$ cat config.mk
export PLATFORM = sky130hd
export DESIGN_NAME = spfp_mul_post_flat
export DESIGN_NICKNAME = d
export VERILOG_FILES = /design/src/rtl/spfp_mul_post_pkg.sv /design/src/rtl/spfp_mul_post_if.sv /design/src/rtl/spfp_sync_fifo.sv /design/src/rtl/spfp_mul_post.sv /design/src/flat_wrapper.sv
export SDC_FILE = /design/constraint.sdc
export NUM_CORES = 1
export LEC_CHECK = 0
export CORE_MARGIN = 10
export CORE_UTILIZATION = 30
export CTS_CLUSTER_DIAMETER = 150
export CTS_CLUSTER_SIZE = 16
export DETAILED_ROUTE_END_ITERATION = 6
export PLACE_DENSITY = 0.61
export SLEW_MARGIN = 25
export SYNTH_ARGS = -nofsm -noshare
export SYNTH_HDL_FRONTEND = slang
export SYNTH_HIERARCHICAL = 1
export SYNTH_SLANG_ARGS = --single-unit
$ cat constraint.sdc
create_clock -name clk -period 5.4 [get_ports clk]
set_input_delay 0.81 -clock clk [delete_from_list [all_inputs] [get_ports clk]]
set_output_delay 0.81 -clock clk [all_outputs]
set_load 0.01 [all_outputs]
$ cat src/rtl/spfp_mul_post_pkg.sv
// Shared single-precision constants and result-flag layout for the multiplier post stage.
package spfp_mul_post_pkg;

    localparam logic [31:0] SPFP_QNAN     = 32'h7FC0_0000;
    localparam int unsigned SPFP_EXP_BIAS = 127;
    localparam logic [7:0]  SPFP_EXP_MAX  = 8'hFF;

    localparam int unsigned SPFP_W       = 32;
    localparam int unsigned SPFP_FLAGS_W = 5;
    localparam int unsigned SPFP_ENTRY_W = SPFP_W + SPFP_FLAGS_W;

    typedef struct packed {
        logic invalid;
        logic overflow;
        logic underflow;
        logic inf;
        logic zero;
    } spfp_flags_t;

endpackage

$ cat src/rtl/spfp_mul_post_if.sv
// Operand/product input channel and result output channel of the multiplier post stage.
interface spfp_mul_post_if #(
    parameter int unsigned DEPTH = 4
);
    import spfp_mul_post_pkg::*;

    localparam int unsigned LVL_W = $clog2(DEPTH) + 1;

    logic             in_valid;
    logic             in_ready;
    logic [31:0]      n1;
    logic [31:0]      n2;
    logic [31:0]      z_raw;
    logic             out_valid;
    logic             out_ready;
    logic [31:0]      out_z;
    spfp_flags_t      out_flags;
    logic [LVL_W-1:0] level;

    modport master (
        output in_valid, n1, n2, z_raw, out_ready,
        input  in_ready, out_valid, out_z, out_flags, level
    );

    modport slave (
        input  in_valid, n1, n2, z_raw, out_ready,
        output in_ready, out_valid, out_z, out_flags, level
    );

endinterface

$ cat src/rtl/spfp_sync_fifo.sv
// Single-clock FIFO with occupancy count; storage is never reset, only the pointers are.
module spfp_sync_fifo #(
    parameter int unsigned WIDTH = 37,
    parameter int unsigned DEPTH = 4
) (
    input  logic                         clk,
    input  logic                         rst,
    input  logic                         push,
    input  logic                         pop,
    input  logic [WIDTH-1:0]             wdata,
    output logic [WIDTH-1:0]             rdata,
    output logic                         empty,
    output logic                         full,
    output logic [$clog2(DEPTH):0]       level
);
    localparam int unsigned PTR_W = $clog2(DEPTH);
    localparam int unsigned LVL_W = PTR_W + 1;

    logic [WIDTH-1:0] mem [DEPTH];
    logic [PTR_W-1:0] wr_ptr;
    logic [PTR_W-1:0] rd_ptr;
    logic [LVL_W-1:0] count;
    logic             do_push;
    logic             do_pop;

    // A push is refused while full even if a pop happens in the same cycle.
    assign do_push = push && !full;
    assign do_pop  = pop && !empty;

    assign empty = (count == '0);
    assign full  = (count == LVL_W'(DEPTH));
    assign level = count;
    assign rdata = mem[rd_ptr];

    always_ff @(posedge clk) begin
        if (rst) begin
            wr_ptr <= '0;
            rd_ptr <= '0;
            count  <= '0;
        end else begin
            if (do_push) wr_ptr <= wr_ptr + 1'b1;
            if (do_pop)  rd_ptr <= rd_ptr + 1'b1;
            case ({do_push, do_pop})
                2'b10:   count <= count + 1'b1;
                2'b01:   count <= count - 1'b1;
                default: count <= count;
            endcase
        end
    end

    always_ff @(posedge clk) begin
        if (!rst && do_push) mem[wr_ptr] <= wdata;
    end

endmodule

$ cat src/rtl/spfp_mul_post.sv
// Classifies a raw single-precision product against its operands and queues the
// corrected result with exception flags.
module spfp_mul_post
    import spfp_mul_post_pkg::*;
#(
    parameter int unsigned DEPTH = 4
) (
    input  logic             clk,
    input  logic             rst,
    spfp_mul_post_if.slave   bus
);
    localparam int unsigned LVL_W = $clog2(DEPTH) + 1;

    logic [7:0]                e1;
    logic [7:0]                e2;
    logic                      nan1, nan2, inf1, inf2, zero1, zero2;
    logic                      sign;
    logic [9:0]                exp_sum;
    logic                      carry;
    logic signed [9:0]         exp_true;
    logic [31:0]               res_z;
    spfp_flags_t               res_flags;
    logic [SPFP_ENTRY_W-1:0]   fifo_rdata;
    logic                      fifo_empty;
    logic                      fifo_full;
    logic [LVL_W-1:0]          fifo_level;

    assign e1    = bus.n1[30:23];
    assign e2    = bus.n2[30:23];
    assign nan1  = (e1 == SPFP_EXP_MAX) && (bus.n1[22:0] != '0);
    assign nan2  = (e2 == SPFP_EXP_MAX) && (bus.n2[22:0] != '0);
    assign inf1  = (e1 == SPFP_EXP_MAX) && (bus.n1[22:0] == '0);
    assign inf2  = (e2 == SPFP_EXP_MAX) && (bus.n2[22:0] == '0);
    assign zero1 = (e1 == '0);
    assign zero2 = (e2 == '0);
    assign sign  = bus.n1[31] ^ bus.n2[31];

    // Mantissa-product normalisation shows up as a +1 on the raw product exponent.
    assign exp_sum  = 10'(e1) + 10'(e2);
    assign carry    = (bus.z_raw[30:23] == 8'(exp_sum - 10'(SPFP_EXP_BIAS - 1)));
    assign exp_true = $signed(exp_sum - 10'(SPFP_EXP_BIAS) + 10'(carry));

    always_comb begin
        res_z     = bus.z_raw;
        res_flags = '0;
        if (nan1 || nan2 || (inf1 && zero2) || (zero1 && inf2)) begin
            res_z             = SPFP_QNAN;
            res_flags.invalid = 1'b1;
        end else if (inf1 || inf2) begin
            res_z         = {sign, SPFP_EXP_MAX, 23'd0};
            res_flags.inf = 1'b1;
        end else if (zero1 || zero2) begin
            res_z          = {sign, 31'd0};
            res_flags.zero = 1'b1;
        end else if (exp_true >= 10'sd255) begin
            res_z              = {sign, SPFP_EXP_MAX, 23'd0};
            res_flags.overflow = 1'b1;
            res_flags.inf      = 1'b1;
        end else if (exp_true <= 10'sd0) begin
            res_z               = {sign, 31'd0};
            res_flags.underflow = 1'b1;
            res_flags.zero      = 1'b1;
        end
    end

    spfp_sync_fifo #(
        .WIDTH (SPFP_ENTRY_W),
        .DEPTH (DEPTH)
    ) u_fifo (
        .clk   (clk),
        .rst   (rst),
        .push  (bus.in_valid),
        .pop   (bus.out_ready),
        .wdata ({res_z, res_flags}),
        .rdata (fifo_rdata),
        .empty (fifo_empty),
        .full  (fifo_full),
        .level (fifo_level)
    );

    // Head is masked to zero when empty so stale storage never reaches the outputs.
    assign bus.in_ready  = !fifo_full;
    assign bus.out_valid = !fifo_empty;
    assign bus.out_z     = fifo_empty ? '0 : fifo_rdata[SPFP_ENTRY_W-1:SPFP_FLAGS_W];
    assign bus.out_flags = fifo_empty ? '0 : spfp_flags_t'(fifo_rdata[SPFP_FLAGS_W-1:0]);
    assign bus.level     = fifo_level;

endmodule

$ cat src/flat_wrapper.sv
// flat-port wrapper written by rule: the top's interface ports become plain ports
module spfp_mul_post_flat import spfp_mul_post_pkg::*;
#(
    parameter int unsigned DEPTH = 4
)
  (clk, rst, bus_in_valid, bus_n1, bus_n2, bus_z_raw, bus_out_ready, bus_in_ready, bus_out_valid, bus_out_z, bus_out_flags, bus_level);
  spfp_mul_post_if #(.DEPTH(DEPTH)) bus_i ();
  input  logic clk;
  input  logic rst;
  input wire logic [$bits(bus_i.in_valid)-1:0] bus_in_valid;
  input wire logic [$bits(bus_i.n1)-1:0] bus_n1;
  input wire logic [$bits(bus_i.n2)-1:0] bus_n2;
  input wire logic [$bits(bus_i.z_raw)-1:0] bus_z_raw;
  input wire logic [$bits(bus_i.out_ready)-1:0] bus_out_ready;
  output wire logic [$bits(bus_i.in_ready)-1:0] bus_in_ready;
  output wire logic [$bits(bus_i.out_valid)-1:0] bus_out_valid;
  output wire logic [$bits(bus_i.out_z)-1:0] bus_out_z;
  output wire logic [$bits(bus_i.out_flags)-1:0] bus_out_flags;
  output wire logic [$bits(bus_i.level)-1:0] bus_level;
  assign bus_i.in_valid = bus_in_valid;
  assign bus_i.n1 = bus_n1;
  assign bus_i.n2 = bus_n2;
  assign bus_i.z_raw = bus_z_raw;
  assign bus_i.out_ready = bus_out_ready;
  assign bus_in_ready = bus_i.in_ready;
  assign bus_out_valid = bus_i.out_valid;
  assign bus_out_z = bus_i.out_z;
  assign bus_out_flags = bus_i.out_flags;
  assign bus_level = bus_i.level;
  spfp_mul_post #(.DEPTH(DEPTH)) u_core (.clk(clk), .rst(rst), .bus(bus_i));
endmodule
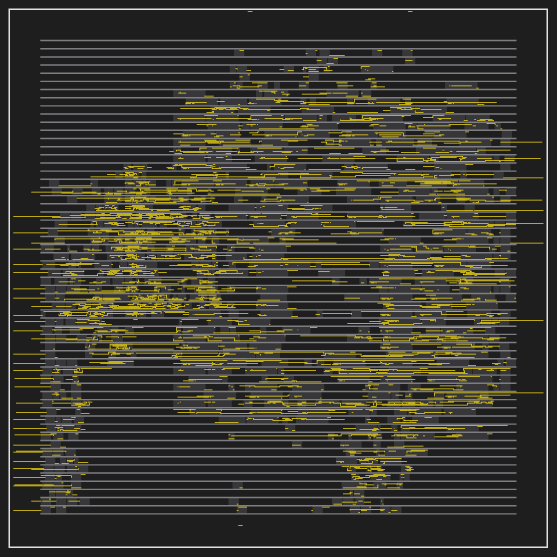
**Above:** met1 routing.
Scale: 3 px per um. Supply wires on this layer in grey.
749 nets have wire on it. The wires run mostly horizontal. The longest straight run is 61.2 um. The layer holds 43% of the routed length.

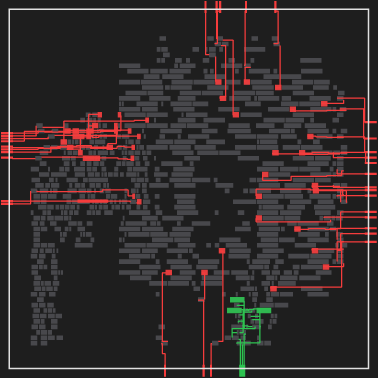
**Above:** nets reached from selected ports.
Scale: 2 px per um.
Key: bus_z_raw = red [bits 32, direction input, end cells 46, buffers 32, wire 1760 um]; bus_level = green [bits 3, direction output, end cells 3, buffers 3, wire 163 um]

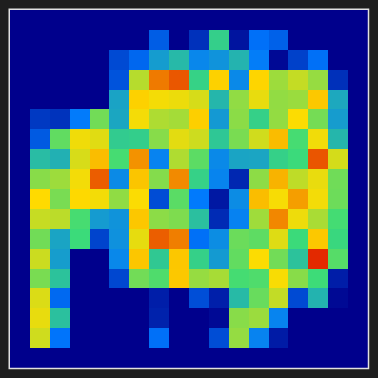
**Above:** placement density heat map.
Scale: 2 px per um. The die is cut into 18 by 18 equal tiles; dark blue is low, red is high, 0 to 100% covered.
The mean over all tiles is 32%. The fullest tile reaches 95%. The emptiest ninth of the die: top left. 37% of the tiles are nearly empty. The densest ninth of the die: right middle.

==> results.sh <==
# physical design summary
export IMPL_cp_depth=22
export IMPL_critPathSlowestCell="clkdlybuf4s50_1"
export IMPL_cp_required_ns=5.69
export IMPL_clk_latency_ns=0.42
export IMPL_wl_mm=18.88
export IMPL_seq_cells=157
export IMPL_ff_type="edfxtp_1"
export IMPL_n_all_buffers=212
export IMPL_whs_path_depth=2
export IMPL_synth_top_area_share=0.5872
export IMPL_grt_total_usage=0.1194
export IMPL_pwr_share_clk=0.271
export IMPL_cts_tree="yes"
export IMPL_status="completed"
export IMPL_power_top_group="sequential cells"
export IMPL_crit_family="AND-OR/OR-AND gates"
export IMPL_crit_type="primary input to flop"
export IMPL_power_clock_mw=1.12
export IMPL_fill_cells=2323
export IMPL_place_gp_congestion=0.8399
export IMPL_synth_edff_count=148
export IMPL_ir_drop_v=0.0002609
export IMPL_fin_util=0.4241
export IMPL_grt_max_degree=41
export IMPL_final_setup_skew_ns=0.007464
export IMPL_worst_r2r_path_depth=8
export IMPL_p_sw_frac=0.2821
export IMPL_synthCells=503
export IMPL_pwr_density_cell_nw_per_um2=387.9
export IMPL_post_dp_cell_area_sq_um=9718
export IMPL_h_tree_depth=4
export IMPL_clk_path_buf_depth=2
export IMPL_p_switching_mw=1.162
export IMPL_die_w_um=178.8
export IMPL_ys_types=60
export IMPL_die_y_um=178.8
export IMPL_drive_gt1_frac=0.2551
export IMPL_post_cts_resized=25
export IMPL_p_seq_frac=0.378
export IMPL_drc=0
export IMPL_clk_share=0.05326
export IMPL_regArea_sq_um=4629
export IMPL_synthArstFlopShare=0
export IMPL_initial_core_util=0.3023
export IMPL_hold_class="flop to flop"
export IMPL_fmax_mhz=194.9
export IMPL_io_buffer_count=141
export IMPL_dieArea_sq_um=31980
export IMPL_firstDrtPassIters=5
export IMPL_comb_cells=307
export IMPL_path_cells="clkdlybuf4s50_1 > ha_1 > o21ai_2 > a2111oi_4 > a311o_1 > xnor2_2 > nor2b_1 > o21ai_1 > a31oi_1 > o211ai_1 > ha_2 > inv_1 > ha_2 > o2111ai_1 > a21oi_1 > nand4_1 > mux2_4 > a32o_2 > a2111oi_4 > buf_4 > bufbuf_16 > and2_4"
export IMPL_internal_power_mw=2.957
export IMPL_r2r_end="u_core/u_fifo/level[2]$_SDFFE_PP0P_"
export IMPL_final_cells=1059
export IMPL_comb_area_frac=0.2735
export IMPL_first_iter_violations=244
export IMPL_postRouteAntennaNets=0
export IMPL_max_stage_delay_ns=0.45
export IMPL_path_max_fanout=5
export IMPL_p_leak_nw=3.725
export IMPL_grt_pass1_wl_mm=29.35
export IMPL_hold_path_end="u_core/u_fifo/wr_ptr[1]$_SDFFE_PP0P_"
export IMPL_drv_slew=0
export IMPL_startpoint="bus_n1[26]"
export IMPL_cp_start_kind="primary input"
export IMPL_clkSinkCount=157
export IMPL_hold_worst_slack_ns=0.5300
export IMPL_core_sq_um=25040
export IMPL_overflow=0
export IMPL_reg2reg_from="u_core/u_fifo/level[2]$_SDFFE_PP0P_"
export IMPL_sh_seq_area=0.4360
export IMPL_inverters=21
export IMPL_yosysSeqAreaShare=0.6110
export IMPL_crit_arrival_ns=5.42
export IMPL_top_area_cell="edfxtp_1"
export IMPL_slew_headroom=0.4748
export IMPL_final_layout_top_logic_cell="edfxtp_1"
export IMPL_yosys_stat_area_sq_um=7569
export IMPL_tns_ns=0
export IMPL_clock_buffers=24
export IMPL_hpwl_mm=12.93
export IMPL_cap_violations=0
layer usage:
layer	part of all wire	GRT usage	vias to the layer above
li1	-	-	2391
met1	0.43	0.1454	2476
met2	0.47	0.1951	182
met3	0.081	0.04065	19
met4	0.011	0.03858	2
met5	0.00069	0	-
sequential cells by signal, indices dropped and copies added (netlist names), named ones only:
name / flops
u_core/u_fifo/wr_ptr: 2
u_core/u_fifo/rd_ptr: 2
u_core/u_fifo/mem: 148
u_core/u_fifo/level: 3
kinds of logic after synthesis:
kind of cell,Yosys count,share of synthesized area
xor gates and xnor gates,18,0.02281
adders and majority gates,18,0.03174
and+or+nand+nor,183,0.1384
DFF,157,0.6110
buffers and inverters,39,0.03009
muxes,40,0.1179
AOI/OAI and AO/OA,48,0.04811
